==> images/floorplan.png <==
(4 px per um) Pins as bars on the die edge.
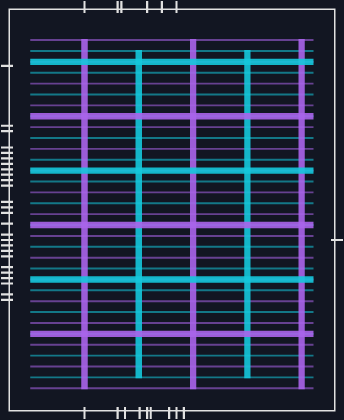
==> images/clock_wires.png <==
(3 px per um)
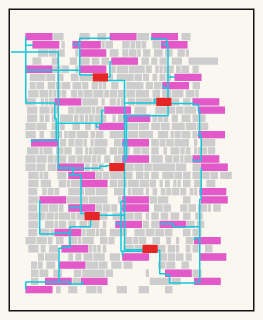
==> images/clock_nets.png <==
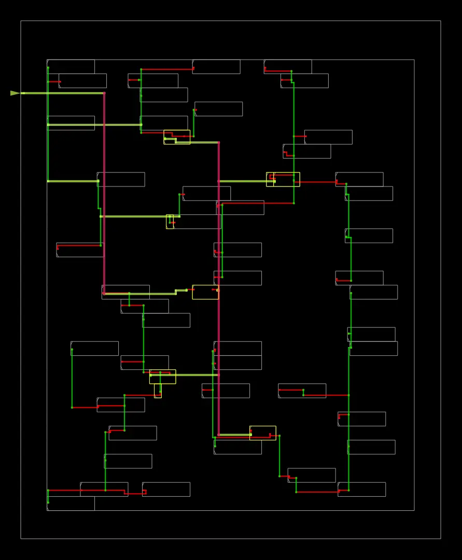
==> images/gates.png <==
(3 px per um)
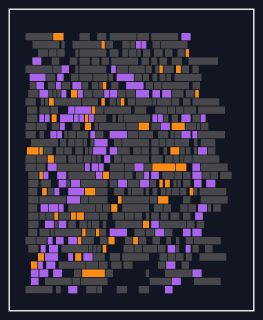
$ cat src/rtl/bcd_countdown_timer.sv
// MM:SS BCD countdown timer with load/start/pause control and expiry flag.
// Optional feature macro: TIMER_WARN_EN builds the last-ten-seconds warn flag;
// without it, warn is tied low and no comparator is built.
module bcd_countdown_timer #(
    parameter int unsigned TICK_DIV = 50000000
) (
    input  logic        clk,
    input  logic        rst,
    input  logic        load_en,
    input  logic [15:0] load_val,
    input  logic        start,
    input  logic        pause,
    output logic [15:0] time_bcd,
    output logic        running,
    output logic        expired,
    output logic        tick,
    output logic        load_err,
    output logic        warn
);

    localparam int unsigned PW = $clog2(TICK_DIV);
    localparam logic [PW-1:0] PRESC_MAX = PW'(TICK_DIV - 1);

    typedef enum logic [1:0] {StIdle, StRun, StPause, StDone} state_e;

    state_e        state_q, state_d;
    logic [15:0]   time_q, time_d;
    logic [PW-1:0] presc_q, presc_d;
    logic          tick_q, tick_d;
    logic          load_err_q, load_err_d;
    logic [15:0]   time_dec;
    logic          wrap;
    logic          load_ok;

    // One-second BCD decrement with borrow chain; never called at 00:00.
    function automatic logic [15:0] bcd_dec(input logic [15:0] t);
        logic [15:0] r;
        r = t;
        if (t[3:0] != 4'd0) begin
            r[3:0] = t[3:0] - 4'd1;
        end else begin
            r[3:0] = 4'd9;
            if (t[7:4] != 4'd0) begin
                r[7:4] = t[7:4] - 4'd1;
            end else begin
                r[7:4] = 4'd5;
                if (t[11:8] != 4'd0) begin
                    r[11:8] = t[11:8] - 4'd1;
                end else begin
                    r[11:8]  = 4'd9;
                    r[15:12] = t[15:12] - 4'd1;
                end
            end
        end
        return r;
    endfunction

    assign time_dec = bcd_dec(time_q);
    assign wrap     = (presc_q == PRESC_MAX);
    assign load_ok  = (load_val[15:12] <= 4'd9) && (load_val[11:8] <= 4'd9) &&
                      (load_val[7:4] <= 4'd5) && (load_val[3:0] <= 4'd9);

    // Next-state logic: load beats pause beats start.
    always_comb begin
        state_d    = state_q;
        time_d     = time_q;
        presc_d    = presc_q;
        tick_d     = 1'b0;
        load_err_d = 1'b0;
        if (state_q != StRun && load_en) begin
            // Any load outside RUN consumes the cycle, accepted or not.
            if (load_ok) begin
                time_d  = load_val;
                state_d = StIdle;
            end else begin
                load_err_d = 1'b1;
            end
        end else begin
            unique case (state_q)
                StRun: begin
                    presc_d = wrap ? '0 : presc_q + PW'(1);
                    if (wrap) begin
                        time_d = time_dec;
                        tick_d = 1'b1;
                    end
                    // Reaching 00:00 is final even if pause arrives on the same edge.
                    if (wrap && time_dec == 16'h0000) begin
                        state_d = StDone;
                    end else if (pause) begin
                        state_d = StPause;
                    end
                end
                StIdle: begin
                    if (start && time_q != 16'h0000) begin
                        state_d = StRun;
                        presc_d = '0;
                    end
                end
                StPause: begin
                    // Prescaler kept so the partial second is finished on resume.
                    if (start && time_q != 16'h0000) begin
                        state_d = StRun;
                    end
                end
                default: ;
            endcase
        end
    end

    // State and output registers.
    always_ff @(posedge clk or posedge rst) begin
        if (rst) begin
            state_q    <= StIdle;
            time_q     <= 16'h0000;
            presc_q    <= '0;
            tick_q     <= 1'b0;
            load_err_q <= 1'b0;
        end else begin
            state_q    <= state_d;
            time_q     <= time_d;
            presc_q    <= presc_d;
            tick_q     <= tick_d;
            load_err_q <= load_err_d;
        end
    end

    assign time_bcd = time_q;
    assign running  = (state_q == StRun);
    assign expired  = (state_q == StDone);
    assign tick     = tick_q;
    assign load_err = load_err_q;

`ifdef TIMER_WARN_EN
    logic warn_q, warn_d;

    // Warn while active with 00:01..00:10 showing; plain compare is valid on BCD.
    always_comb begin
        warn_d = (state_d == StRun || state_d == StPause) && (time_d[15:8] == 8'h00) &&
                 (time_d[7:0] != 8'h00) && (time_d[7:0] <= 8'h10);
    end

    // Warn register, updates alongside time_bcd.
    always_ff @(posedge clk or posedge rst) begin
        if (rst) begin
            warn_q <= 1'b0;
        end else begin
            warn_q <= warn_d;
        end
    end

    assign warn = warn_q;
`else
    assign warn = 1'b0;
`endif

endmodule

$ cat config.mk
export PLATFORM = sky130hd
export DESIGN_NAME = bcd_countdown_timer
export DESIGN_NICKNAME = d
export VERILOG_FILES = /design/src/rtl/bcd_countdown_timer.sv
export SDC_FILE = /design/constraint.sdc
export NUM_CORES = 1
export LEC_CHECK = 0
export CAP_MARGIN = 20
export CORE_AREA = 5 5 76 95
export DETAILED_ROUTE_END_ITERATION = 10
export DIE_AREA = 0 0 81 100
export PLACE_DENSITY_LB_ADDON = 0.3
export SETUP_SLACK_MARGIN = 0.5
export SYNTH_ARGS = -nofsm -noshare
export SYNTH_HDL_FRONTEND = slang
export SYNTH_SLANG_ARGS = --single-unit
$ cat constraint.sdc
create_clock -name clk -period 1.9 [get_ports clk]
set_input_delay 0.19 -clock clk [delete_from_list [all_inputs] [get_ports clk]]
set_output_delay 0.19 -clock clk [all_outputs]
set_load 0.02 [all_outputs]
==> deck_impl_summary.md <==
Flow Results at a Glance

Worst setup path
  • Cell mode on critical path: buf_6
  • Worst EP arrival: around 2300 ps
  • CP cell instances: or4_4 > nor4_4 > and3_4 > buf_6 > buf_6 > o21ai_2 > a22oi_1
  • Crit-path max FO: 5
  • Crit start category: flop
  • Worst EP required: 2120 ps
  • Critical Path End Type: flop

Route
  • Antenna viol nets, final: 0
  • DRC Markers: 0
  • Drt first pass iters: 5
  • Routed vias: roughly 3500
  • Drt wl/cell: approximately 18 um
  • Initial DRC Count: approximately 290
  • Vias per cell: between 6 and 7

Timing
  • Total negative slack: -6330 ps
  • Final hold slack: ~230 ps
  • Final Hold Vio Count: 0
  • # setup viols final: roughly 42
  • Final worst slack: -218 ps
  • Post-layout min period: around 2100 ps
  • RSZ-0062 raised after global routing: true
  • Fmax: approximately 470 MHz
  • Slew Viols, Final: 0
  • Period utilization: 1.11

Clock tree
  • CTS H-tree lvls: 2
  • Clk slew on worst S/H paths: 80 ps
  • Hold_buf cts: 0
  • Root buffer cell: clkbuf_8
  • Clock tree buffer depth: 2
  • Late-Pin Clk Latency: between 300 and 400 ps

Synthesis
  • Post-Synthesis Cells: ~350
  • Yosys Chip Area: around 0.003 sq mm
  • Flops out of synthesis: ~46
  • Post-synth net total: 374
  • Top area cell types: dfrtp_1, o21ai_0, a21oi_1
  • Synth Warn #: 0
  • Synth top area share: 0.384
  • Async SR Flop Fraction: 1.00
  • Post-synth EDFFs: 0
  • Sequential fraction of the synthesis area: 0.384
  • Main flop type: dfrtp_1

Flow run
  • Tool warnings: 30
  • MaxCap Viol Count: 0

Power
  • Power Density: about 1100 mW/mm^2
  • Worst VDD drop: ~770 uV
  • Leakage: approximately 1.9 nW

Status
  • Failing checks: negative setup slack
  • Status: finished, violations left

Placement
  • Port bufs: ~40
  • Place WS: -290 ps
  • Detailed Place HPWL: a little under 7000 um

Global route
  • Grt ovf: 0
  • Initial antenna violation count: 0
  • Tot GR Track Use: 0.256

Layout
  • Most frequent cells in the layout: buf_4, dfrtp_1, nand2_1
  • Most instantiated logic cell after routing: buf_4
  • Layout Utilization: 0.743
  • Antenna Diode Count: 0
  • Nets: 500

Die
  • Fp util: 0.486
  • Row cnt: 32
About floorplan.png:
- purple: VSS
- cyan: VDD
- rows: 32
- met1 rails: 33
Die W: 81 um
Die Y: 100 um

About clock_wires.png:
- cyan: clock wires (length 650 um)
- red: clock-net drivers (count 5)
- magenta: flip-flops (count 46)
- flops lie: all over the die

About clock_nets.png:
CLK BUF: 8
CTS buffer count: 5
Worst Skew: 8.89 ps
clk pwr: 0.000606 W
clk sink count: 46

About gates.png:
- purple: aoi and oai cells (cells 100; most used o21ai_0)
- orange: nor cells (cells 47; most used nor2_1)

[where the power goes]
group / internal, W / switching [W] / leakage, nW / total [W]
Combinational: 0.00144 / 0.00159 / 1.25 / 0.00303
Clock: 0.000262 / 0.000343 / 0.0395 / 0.000606
Sequential: 0.00123 / 0.000203 / 0.601 / 0.00143
[per-layer routing]
metal,global-route usage,vias up,wire length [um]
li1,-,1583,-
met1,0.275,1651,3690
met2,0.466,188,5300
met3,0.0350,54,563
met4,0.155,0,528
met5,0,-,0
[through the flow]
stage,area (sq um),std cells
floorplan,3080,350
global placement,4130,541
detailed placement,4130,541
CTS,4490,560
global route,4580,562
finish,4580,562
[layout make-up]
class | count | area [sq um]
clock buffer | 8 | 80.1
inverter | 13 | 48.8
tap | 85 | 106
multi-input combinational | 269 | 1970
sequential | 46 | 1150
timing repair buffer | 141 | 1220
fill | 430 | 1590
[state kept, by name, summed over array words and instances, names as in the netlist]
name	count
load_err	1
presc_q	26
state_q	2
tick	1
time_bcd	16
[worst paths after layout]
path | to | slack [ps] | cells after the start | startpoint
min in group clk | presc_q[14]$_DFFE_PP0P_ | 530 | 1 | presc_q[14]$_DFFE_PP0P_
setup / recovery | time_bcd[3]$_DFFE_PP0P_ | -220 | 7 | presc_q[8]$_DFFE_PP0P_
hold / removal | presc_q[22]$_DFFE_PP0P_ | 230 | 3 | rst
hold reg to reg | presc_q[14]$_DFFE_PP0P_ | 530 | 1 | presc_q[14]$_DFFE_PP0P_
max in group asynchronous | presc_q[13]$_DFFE_PP0P_ | 1420 | 3 | rst
setup reg to reg | time_bcd[3]$_DFFE_PP0P_ | -220 | 7 | presc_q[8]$_DFFE_PP0P_
[cells in the mapped netlist, drive strengths merged (2+ instances only)]
| cell | n |
|---|---|
| or4b | 3 |
| nand2 | 30 |
| o2bb2ai | 10 |
| a22o | 6 |
| or2 | 6 |
| dfrtp | 46 |
| nor2b | 3 |
| and4 | 4 |
| a21o | 2 |
| or3 | 4 |
| nand3b | 2 |
| a22oi | 6 |
| a31oi | 3 |
| o21ba | 3 |
| a21oi | 24 |
| clkbuf | 11 |
| inv | 13 |
| nor3 | 11 |
| and3 | 4 |
| a21boi | 2 |
| xnor2 | 2 |
| buf | 11 |
| mux2 | 2 |
| ha | 3 |
| nand3 | 16 |
| mux2i | 5 |
| o21ai | 32 |
| nand4 | 8 |
| or4 | 10 |
| nor4 | 10 |
| nor2 | 20 |
| o22ai | 6 |
| o31ai | 12 |
| and2 | 4 |
[worst register-to-register path: stages (launching register included)]
cell	delay, ps
dfrtp_1	410
or4_4	530
nor4_4	350
and3_4	250
buf_6	120
buf_6	130
o21ai_2	50
a22oi_1	180
[timing repair]
action | CTS | global route
setup endpoints to repair | 65 | 56
resized | 95 | 27
cloned | 3 | 0
pin swaps | 21 | 16
setup buffers | 8 | 2
[cell families after synthesis]
family          synth area share
flops                      0.384
simple gates               0.265
other cells              0.00125
fa+ha+maj                 0.0125
xor+xnor                 0.00585
compound gates             0.254
mux                       0.0242
buf+inv                   0.0531
Power figures rest on the tool's default switching activity, not on a simulated workload.
